**src/rtl/shift_load_controller.sv**
```systemverilog
// Serial shift-register load controller.
// Accepts a WIDTH-bit word, clears an external shift register, shifts the
// word in MSB first, reads the register back and reports match / mismatch.
module shift_load_controller #(
  parameter int WIDTH = 8
) (
  input  logic             clk,
  input  logic             reset,
  input  logic             in_valid,
  output logic             in_ready,
  input  logic [WIDTH-1:0] in_data,
  input  logic             stall,
  input  logic             abort,
  output logic             sr_reset,
  output logic             sr_data,
  output logic             sr_shift_enable,
  input  logic [WIDTH-1:0] sr_stored_data,
  output logic             done,
  output logic             match,
  output logic [7:0]       fail_count
);

  // Bit counter only needs to reach WIDTH-1; the transition to CHECK happens
  // on the edge of the last enabled shift.
  localparam int CW = (WIDTH > 1) ? $clog2(WIDTH) : 1;
  localparam logic [CW-1:0] LAST_BIT = CW'(WIDTH - 1);

  typedef enum logic [1:0] {
    IDLE  = 2'd0,
    CLEAR = 2'd1,
    SHIFT = 2'd2,
    CHECK = 2'd3
  } state_t;

  state_t           state_q;
  logic [CW-1:0]    count_q;
  logic [WIDTH-1:0] latched_q;
  logic             done_q;
  logic             match_q;
  logic [7:0]       fail_q;

  logic [CW-1:0]    bit_idx;
  logic             readback_ok;

  // Index of the bit currently presented: MSB first, so it walks down from
  // WIDTH-1 as the counter walks up. Held constant while stalled.
  assign bit_idx     = LAST_BIT - count_q;
  assign readback_ok = (sr_stored_data == latched_q);

  // Main controller FSM with registered status outputs.
  always_ff @(posedge clk) begin
    if (reset) begin
      state_q   <= IDLE;
      count_q   <= '0;
      latched_q <= '0;
      done_q    <= 1'b0;
      match_q   <= 1'b0;
      fail_q    <= 8'd0;
    end else begin
      // done is a single-cycle pulse; only CHECK re-arms it.
      done_q <= 1'b0;
      case (state_q)
        IDLE: begin
          // Abort is meaningless here and is ignored.
          if (in_valid) begin
            latched_q <= in_data;
            state_q   <= CLEAR;
          end
        end
        CLEAR: begin
          count_q <= '0;
          if (abort) begin
            state_q <= IDLE;
          end else begin
            state_q <= SHIFT;
          end
        end
        SHIFT: begin
          // Abort wins over stall; stall freezes progress indefinitely.
          if (abort) begin
            state_q <= IDLE;
            count_q <= '0;
          end else if (!stall) begin
            if (count_q == LAST_BIT) begin
              state_q <= CHECK;
              count_q <= '0;
            end else begin
              count_q <= count_q + 1'b1;
            end
          end
        end
        CHECK: begin
          state_q <= IDLE;
          // An aborted check leaves done, match and fail_count untouched.
          if (!abort) begin
            done_q  <= 1'b1;
            match_q <= readback_ok;
            if (!readback_ok && (fail_q != 8'hFF)) begin
              fail_q <= fail_q + 8'd1;
            end
          end
        end
        default: begin
          state_q <= IDLE;
        end
      endcase
    end
  end

  // Handshake and shift-register drive. Reset is OR-ed into sr_reset so the
  // external register clears in the same cycle the controller does.
  always_comb begin
    in_ready        = (state_q == IDLE);
    sr_reset        = reset || (state_q == CLEAR);
    sr_shift_enable = (state_q == SHIFT) && !stall && !abort && !reset;
    sr_data         = (state_q == SHIFT) ? latched_q[bit_idx] : 1'b0;
  end

  assign done       = done_q;
  assign match      = match_q;
  assign fail_count = fail_q;

endmodule

```
**config.mk**
```make
export PLATFORM = sky130hd
export DESIGN_NAME = shift_load_controller
export DESIGN_NICKNAME = d
export VERILOG_FILES = /design/src/rtl/shift_load_controller.sv
export SDC_FILE = /design/constraint.sdc
export NUM_CORES = 1
export LEC_CHECK = 0
export ABC_CLOCK_PERIOD_IN_PS = 2200
export CAP_MARGIN = 25
export CORE_UTILIZATION = 48
export CTS_BUF_LIST = sky130_fd_sc_hd__clkbuf_2
export DETAILED_ROUTE_END_ITERATION = 6
export GPL_TIMING_DRIVEN = 0
export MAX_ROUTING_LAYER = met4
export PLACE_DENSITY_LB_ADDON = 0.08
export SLEW_MARGIN = 25
export SYNTH_ARGS = -nofsm -noshare
export SYNTH_HDL_FRONTEND = slang
export SYNTH_SLANG_ARGS = --single-unit
```
**constraint.sdc**
```tcl
create_clock -name clk -period 2.2 [get_ports clk]
set_clock_uncertainty 0.2 [all_clocks]
set_input_delay 0.44 -clock clk [delete_from_list [all_inputs] [get_ports clk]]
set_output_delay 0.44 -clock clk [all_outputs]
set_load 0.005 [all_outputs]
```
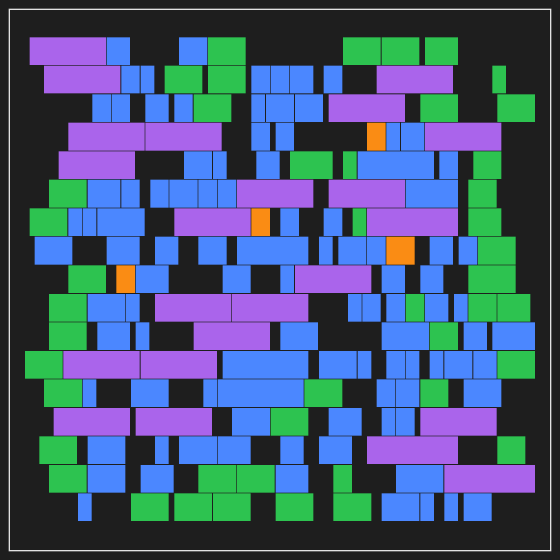
cell_classes.png
Key: blue = all other logic [cells 98]; purple = flip-flops [cells 23]; orange = clock drivers and dummy loads [cells 4]; green = other buffers and delay cells [cells 44]
core area: 2250 um^2
flop share of the area: 0.291
Final Util: 0.719

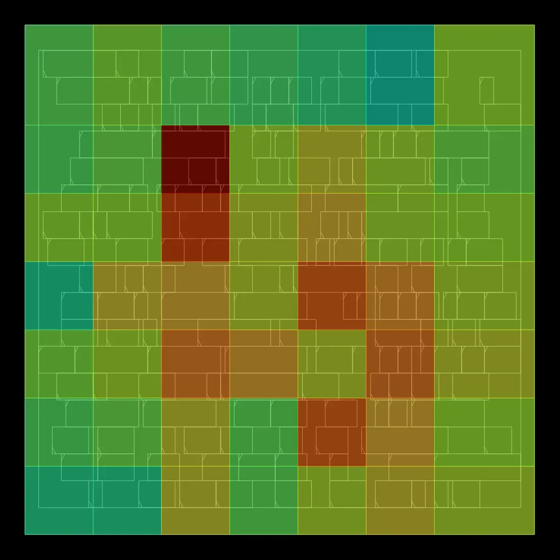
final_congestion.png
met1 usage: 0.281
GR peak layer: met2
Total GRT Usage: 0.236
DR WL/cell: 14.0 um

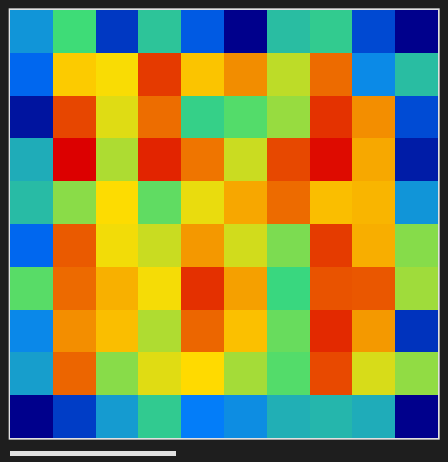
density.png
Bar = 20 um. 10 x 10 tiles, from dark blue (low) to red (high), 0 to 100% covered.
The mean over all tiles is 60%. 4.0% of the tiles are nearly empty. The fullest tile reaches 100%.
FP Util: 0.522

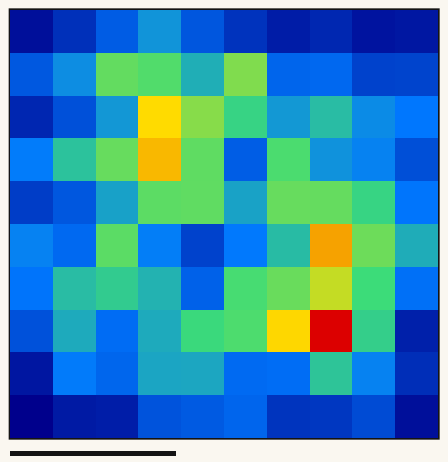
wire_density.png
Bar = 20 um. 10 x 10 tiles, from dark blue (low) to red (high), scaled to the fullest tile. Values are wire area over tile area, all layers added.
22% of the tiles are over half the peak. The densest ninth of the die: middle right. The fullest tile reaches 0.51. The mean over all tiles is 0.16. 1.0% of the tiles are nearly empty.
final wirelength: 2760 um
DR vias: 1073

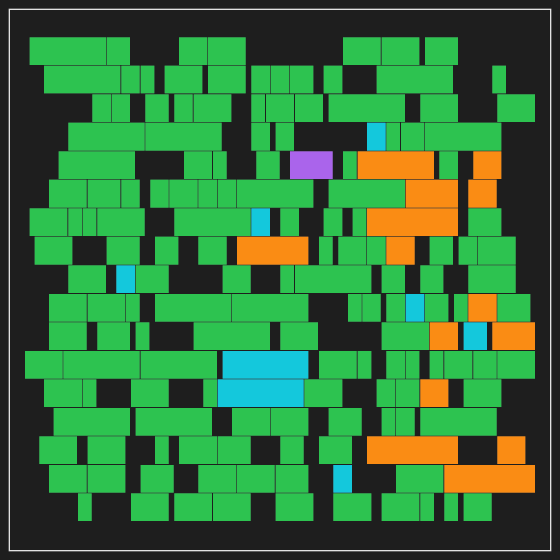
drive_strength.png
Key: cyan = drive 2 [cells 8, share 4.7%]; purple = drive 6 and up [cells 1, share 0.59%]; orange = drive 3 to 4 [cells 14, share 8.3%]; green = drive 1 or less [cells 146, share 86%]
setup ws final: 0.0267 ns
post-route cell area: 1620 um^2
Area Overhead vs Synth: 37.7%
Non-clock buffers: 44

==> impl_metrics.env <==
# yosys + openroad results
export IMPL_pre_cts_ws_ns=-0.417
export IMPL_largest_class="multi-input combinational cells"
export IMPL_die_w_um=51.5
export IMPL_intPower_mw=0.542
export IMPL_mux_share=0.132
export IMPL_grtUsageMet3=0.0614
export IMPL_syn_inst=128
export IMPL_leakage_nw=0.611
export IMPL_r2r_start="fail_count[0]$_SDFFE_PP0P_"
export IMPL_io_buffers=33
export IMPL_path_depth=4
export IMPL_top_cells_by_area="dfxtp_1 39%, mux2i_1 9.4%, xnor2_1 6.0%"
export IMPL_yosys_area_top_type="dfxtp_1"
export IMPL_bufAreaShareNonClock=0.245
export IMPL_slew_headroom=0.668
export IMPL_total_power_mw=0.736
export IMPL_hold_path_end="fail_count[4]$_SDFFE_PP0P_"
export IMPL_ctsLongestPathBuffers=2
export IMPL_cts_resized=16
export IMPL_mostFrequentLayoutCells="28 x clkdlybuf4s50_1, 20 x dfxtp_1, 16 x nor2_1, 11 x mux2i_1, 11 x a21oi_1"
export IMPL_ys_warn_count=0
export IMPL_antenna_found_initial=0
export IMPL_cpMaxStageDelayCell="mux4_2"
export IMPL_hold_ws_ns=0.210
export IMPL_hpwl_um=2020
export IMPL_drtIter0Drc=20
export IMPL_finalNetCount=194
export IMPL_drive_gt1_frac=0.136
export IMPL_path_clk_slew_ns=0.21
export IMPL_clock_power_mw=0.175
export IMPL_rows=17
export IMPL_gr_usage_met2=0.400
export IMPL_syn_avg_cell_area_um2=9.20
export IMPL_rr_worst_depth=7
export IMPL_ctsRootBufferMaster="clkbuf_2"
export IMPL_cp_required_ns=1.56
export IMPL_hp_start="reset"
export IMPL_totalNegativeSetupSlack_ns=0
export IMPL_drt_antenna_violating_nets=0
export IMPL_synth_flop_count=23
export IMPL_clkCellAreaFrac=0.0139
export IMPL_die_h_um=51.5
export IMPL_nClkBuffers=3
export IMPL_hold_viol_final=0
export IMPL_grt_start_max_net_pins=15
export IMPL_post_cts_buffers=4
export IMPL_nNonClkInverters=2
export IMPL_clkPwrFrac=0.238
export IMPL_crit_fanout=2
export IMPL_worstPathArrival_ns=1.53
export IMPL_place_inst=189
export IMPL_cpPeakStageDelay_ns=0.48
export IMPL_clock_sink_count=23
export IMPL_htree_num_levels=1
export IMPL_diodes=0
export IMPL_route_detailed_drc=0
export IMPL_comb_area_frac=0.424
export IMPL_crit_start="count_q[0]$_SDFFE_PP0P_"
export IMPL_cts_buffers=3
export IMPL_clock_latency_ns=0.35
export IMPL_maxPowerGroup="registers"
export IMPL_ys_async_sr_fraction=0
export IMPL_ys_cells=128
export IMPL_regArea_um2=472
export IMPL_hold_path_depth=2
export IMPL_ys_flop_type="dfxtp_1"
export IMPL_clock_fmax_ghz=0.460
export IMPL_warning_count=28
export IMPL_p_sw_frac=0.264
export IMPL_n_fill_cell=195
export IMPL_design_seq_count=23
export IMPL_logic_area_um2=688
export IMPL_grt_overflow=0
export IMPL_worstSetupEndpoint="sr_data"
export IMPL_power_per_cell_area_nw_per_um2=454
export IMPL_finalCritPeriodShare=0.988
export IMPL_status="complete, no violations"
export IMPL_setup_violations=0
export IMPL_reg2reg_slack_ns=0.34
export IMPL_cp_start_kind="flip-flop"
export IMPL_cts_hold_buffers=0
export IMPL_first_global_vias=1011
export IMPL_xor_area_frac=0.0670
export IMPL_seq_power_share=0.593
export IMPL_yosys_area_top_type_share=0.391
export IMPL_synth_chip_area_um2=1180
export IMPL_ys_seq_frac=0.391
export IMPL_crit_chain="mux4_2, mux2i_1, nor2_1, clkbuf_2"
export IMPL_end_kind="primary output"
export IMPL_lay_top_count="clkdlybuf4s50_1"
